==> config.mk <==
export PLATFORM = sky130hd
export DESIGN_NAME = demux_router
export DESIGN_NICKNAME = d
export VERILOG_FILES = /design/src/rtl/demux_router.sv
export SDC_FILE = /design/constraint.sdc
export NUM_CORES = 1
export LEC_CHECK = 0
export ABC_AREA = 0
export CAP_MARGIN = 0
export CORE_ASPECT_RATIO = 0.7
export CORE_MARGIN = 4
export CORE_UTILIZATION = 48
export CTS_CLUSTER_DIAMETER = 60
export CTS_CLUSTER_SIZE = 25
export DETAILED_ROUTE_END_ITERATION = 8
export GPL_ROUTABILITY_DRIVEN = 1
export PLACE_DENSITY_LB_ADDON = 0.3
export RECOVER_POWER = 100
export SLEW_MARGIN = 20
export SYNTH_ARGS = -nofsm -noshare
export SYNTH_HDL_FRONTEND = slang
export SYNTH_SLANG_ARGS = --single-unit
==> constraint.sdc <==
create_clock -name clk -period 2.4 [get_ports clk]
set_input_delay 0.36 -clock clk [delete_from_list [all_inputs] [get_ports clk]]
set_output_delay 0.36 -clock clk [all_outputs]
set_load 0.01 [all_outputs]
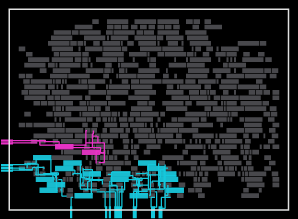
**Above:** nets reached from selected ports.
Drawn at 2 px/um.
Magenta is `level0`, bits 2, direction output, end cells 2, buffers 3, wire 153 um. Cyan is `count0`, bits 16, direction output, end cells 16, buffers 16, wire 604 um.
Top Ports: 93
Port Buffers: 92

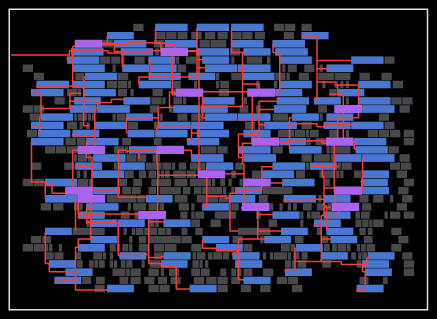
**Above:** clock distribution.
Drawn at 3 px/um.
Purple is clock-net drivers, count 17. Blue is flip-flops, count 138. Red is clock wires, length 1580 um.
Position of the flops: all over the die.
Clock net power: 2.53 mW
Clock Power Share: 25.3%

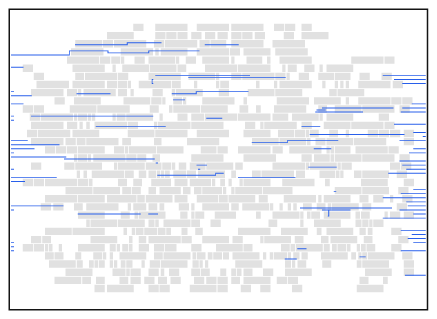
**Above:** met3 routing.
Drawn at 3 px/um. Cells faint in the background.
74 nets have wire on it. The wires run mostly horizontal. The layer carries 877 um of wire.
total wire length after detailed routing: 12900 um
vias after detailed routing: 3730
met3 usage: 6.44%

==> impl_metrics.yaml <==
# yosys + openroad results
final_timing:
  worst_pin_slew_ns: 0.958
  setup_viol_count_final: 0
  finalHoldViolCount: 0
  finalMaxSlewViolations: 0
  max_freq_mhz: 452
floorplanning:
  fp.coreArea_um2: 11700
  rows: 33
  fp_util_pct: 49.1
  die_height_um: 99.6
route:
  dr.pass1.iters: 5
  drt-wirelength-per-cell_um: 18.3
yosys:
  yosys_warnings: 0
  avgSynthCellArea_um2: 14.4
  synth_top_area_share_pct: 33.4
  synth_area_leader_cell: "edfxtp_1"
  synth-edff-count: 64
  area_leaders: "edfxtp_1, dfrtp_1, mux2i_1"
  synth.distinct_cells: 38
  ff_type: "dfrtp_1"
  syn-num-nets: 426
  numSynthFlops: 138
clocking:
  cts_sinks: 138
  post_cts_buffers: 0
  numCtsBuffers: 17
  cts.htree.levels: 4
  cts_buffer_depth: 2
  clk_pin_slew_ns: 0.05
global_routing:
  grt_overflow_total: 0
  grt_max_degree: 37
  grt_first_pass_wirelength_um: 20800
  grt.total_usage_pct: 19.7
  grt_antenna_before_repair: 0
pwr:
  vdd_drop_max_mv: 0.746
  power.total_mw: 10.0
final_layout:
  area_growth_pct: 31.3
  lay_top_count: "dlygate4sd3_1"
  antenna_cells: 0
run:
  maxCapViolations: 0
setup_path:
  r2r_cells: 9
  end_kind: "register"
  regToRegSetupSlack_ns: 0.21
  crit_arrival_ns: 2.50
  cp-start-kind: "input port"
status:
  status: "completed"
[cells by family after synthesis]
group / Yosys count / synth area share (%)
AND-OR/OR-AND: 35 / 7.58
XOR/XNOR: 45 / 7.50
adder cells (fa/ha/maj): 4 / 0.869
buffers and inverters: 36 / 3.02
flip-flops: 138 / 65.5
multiplexers: 33 / 5.76
AND/OR/NAND/NOR: 109 / 9.75
[through the flow]
step	hold slack, ns	worst slack (ns)	util [%]	cell area, um2
after floorplan	0.0644	0.0342	-	5760
after CTS	0.480	0.162	65.7	7700
after global routing	0.485	0.0413	64.5	7560
final	0.469	0.185	64.5	7560
after detailed placement	0.360	-0.136	60.7	7120
after global placement	0.353	-0.0679	60.7	7120
[metal layers]
metal,part of all wire [%],track usage (%),vias up
met2,47,30.3,116
met3,6.8,6.44,7
met4,0.57,5.19,0
li1,-,-,1726
met5,0,0,-
met1,46,27.2,1881
[critical path, cell delays in order]
cell	delay, ns
dlygate4sd3_1	0.56
nand2_1	0.08
inv_1	0.05
clkbuf_1	0.20
xnor2_4	0.70
mux2i_1	0.19
a221oi_1	0.34
[report_power, final]
part	switching (mW)	internal, mW	leakage, nW
registers	0.447	3.13	1.48
logic	1.96	1.95	1.39
clock network	0.912	1.62	0.275
total	3.32	6.70	3.14
[area by class of cell]
| class | count | area (um2) |
|---|---|---|
| fill | 882 | 4170 |
| sequential | 138 | 3770 |
| multi-input combinational | 226 | 1760 |
| timing repair buffer | 124 | 1160 |
| clock buffer | 22 | 444 |
| tap | 157 | 196 |
| clock inverter | 10 | 128 |
| inverter | 26 | 97.6 |
[repair_timing]
item,in CTS,in global routing
resized,0,1
endpoints found under the setup margin,0,1
endpoints found under the hold margin,34,0
hold buffers,1,0
Power and IR drop assume default switching activity.
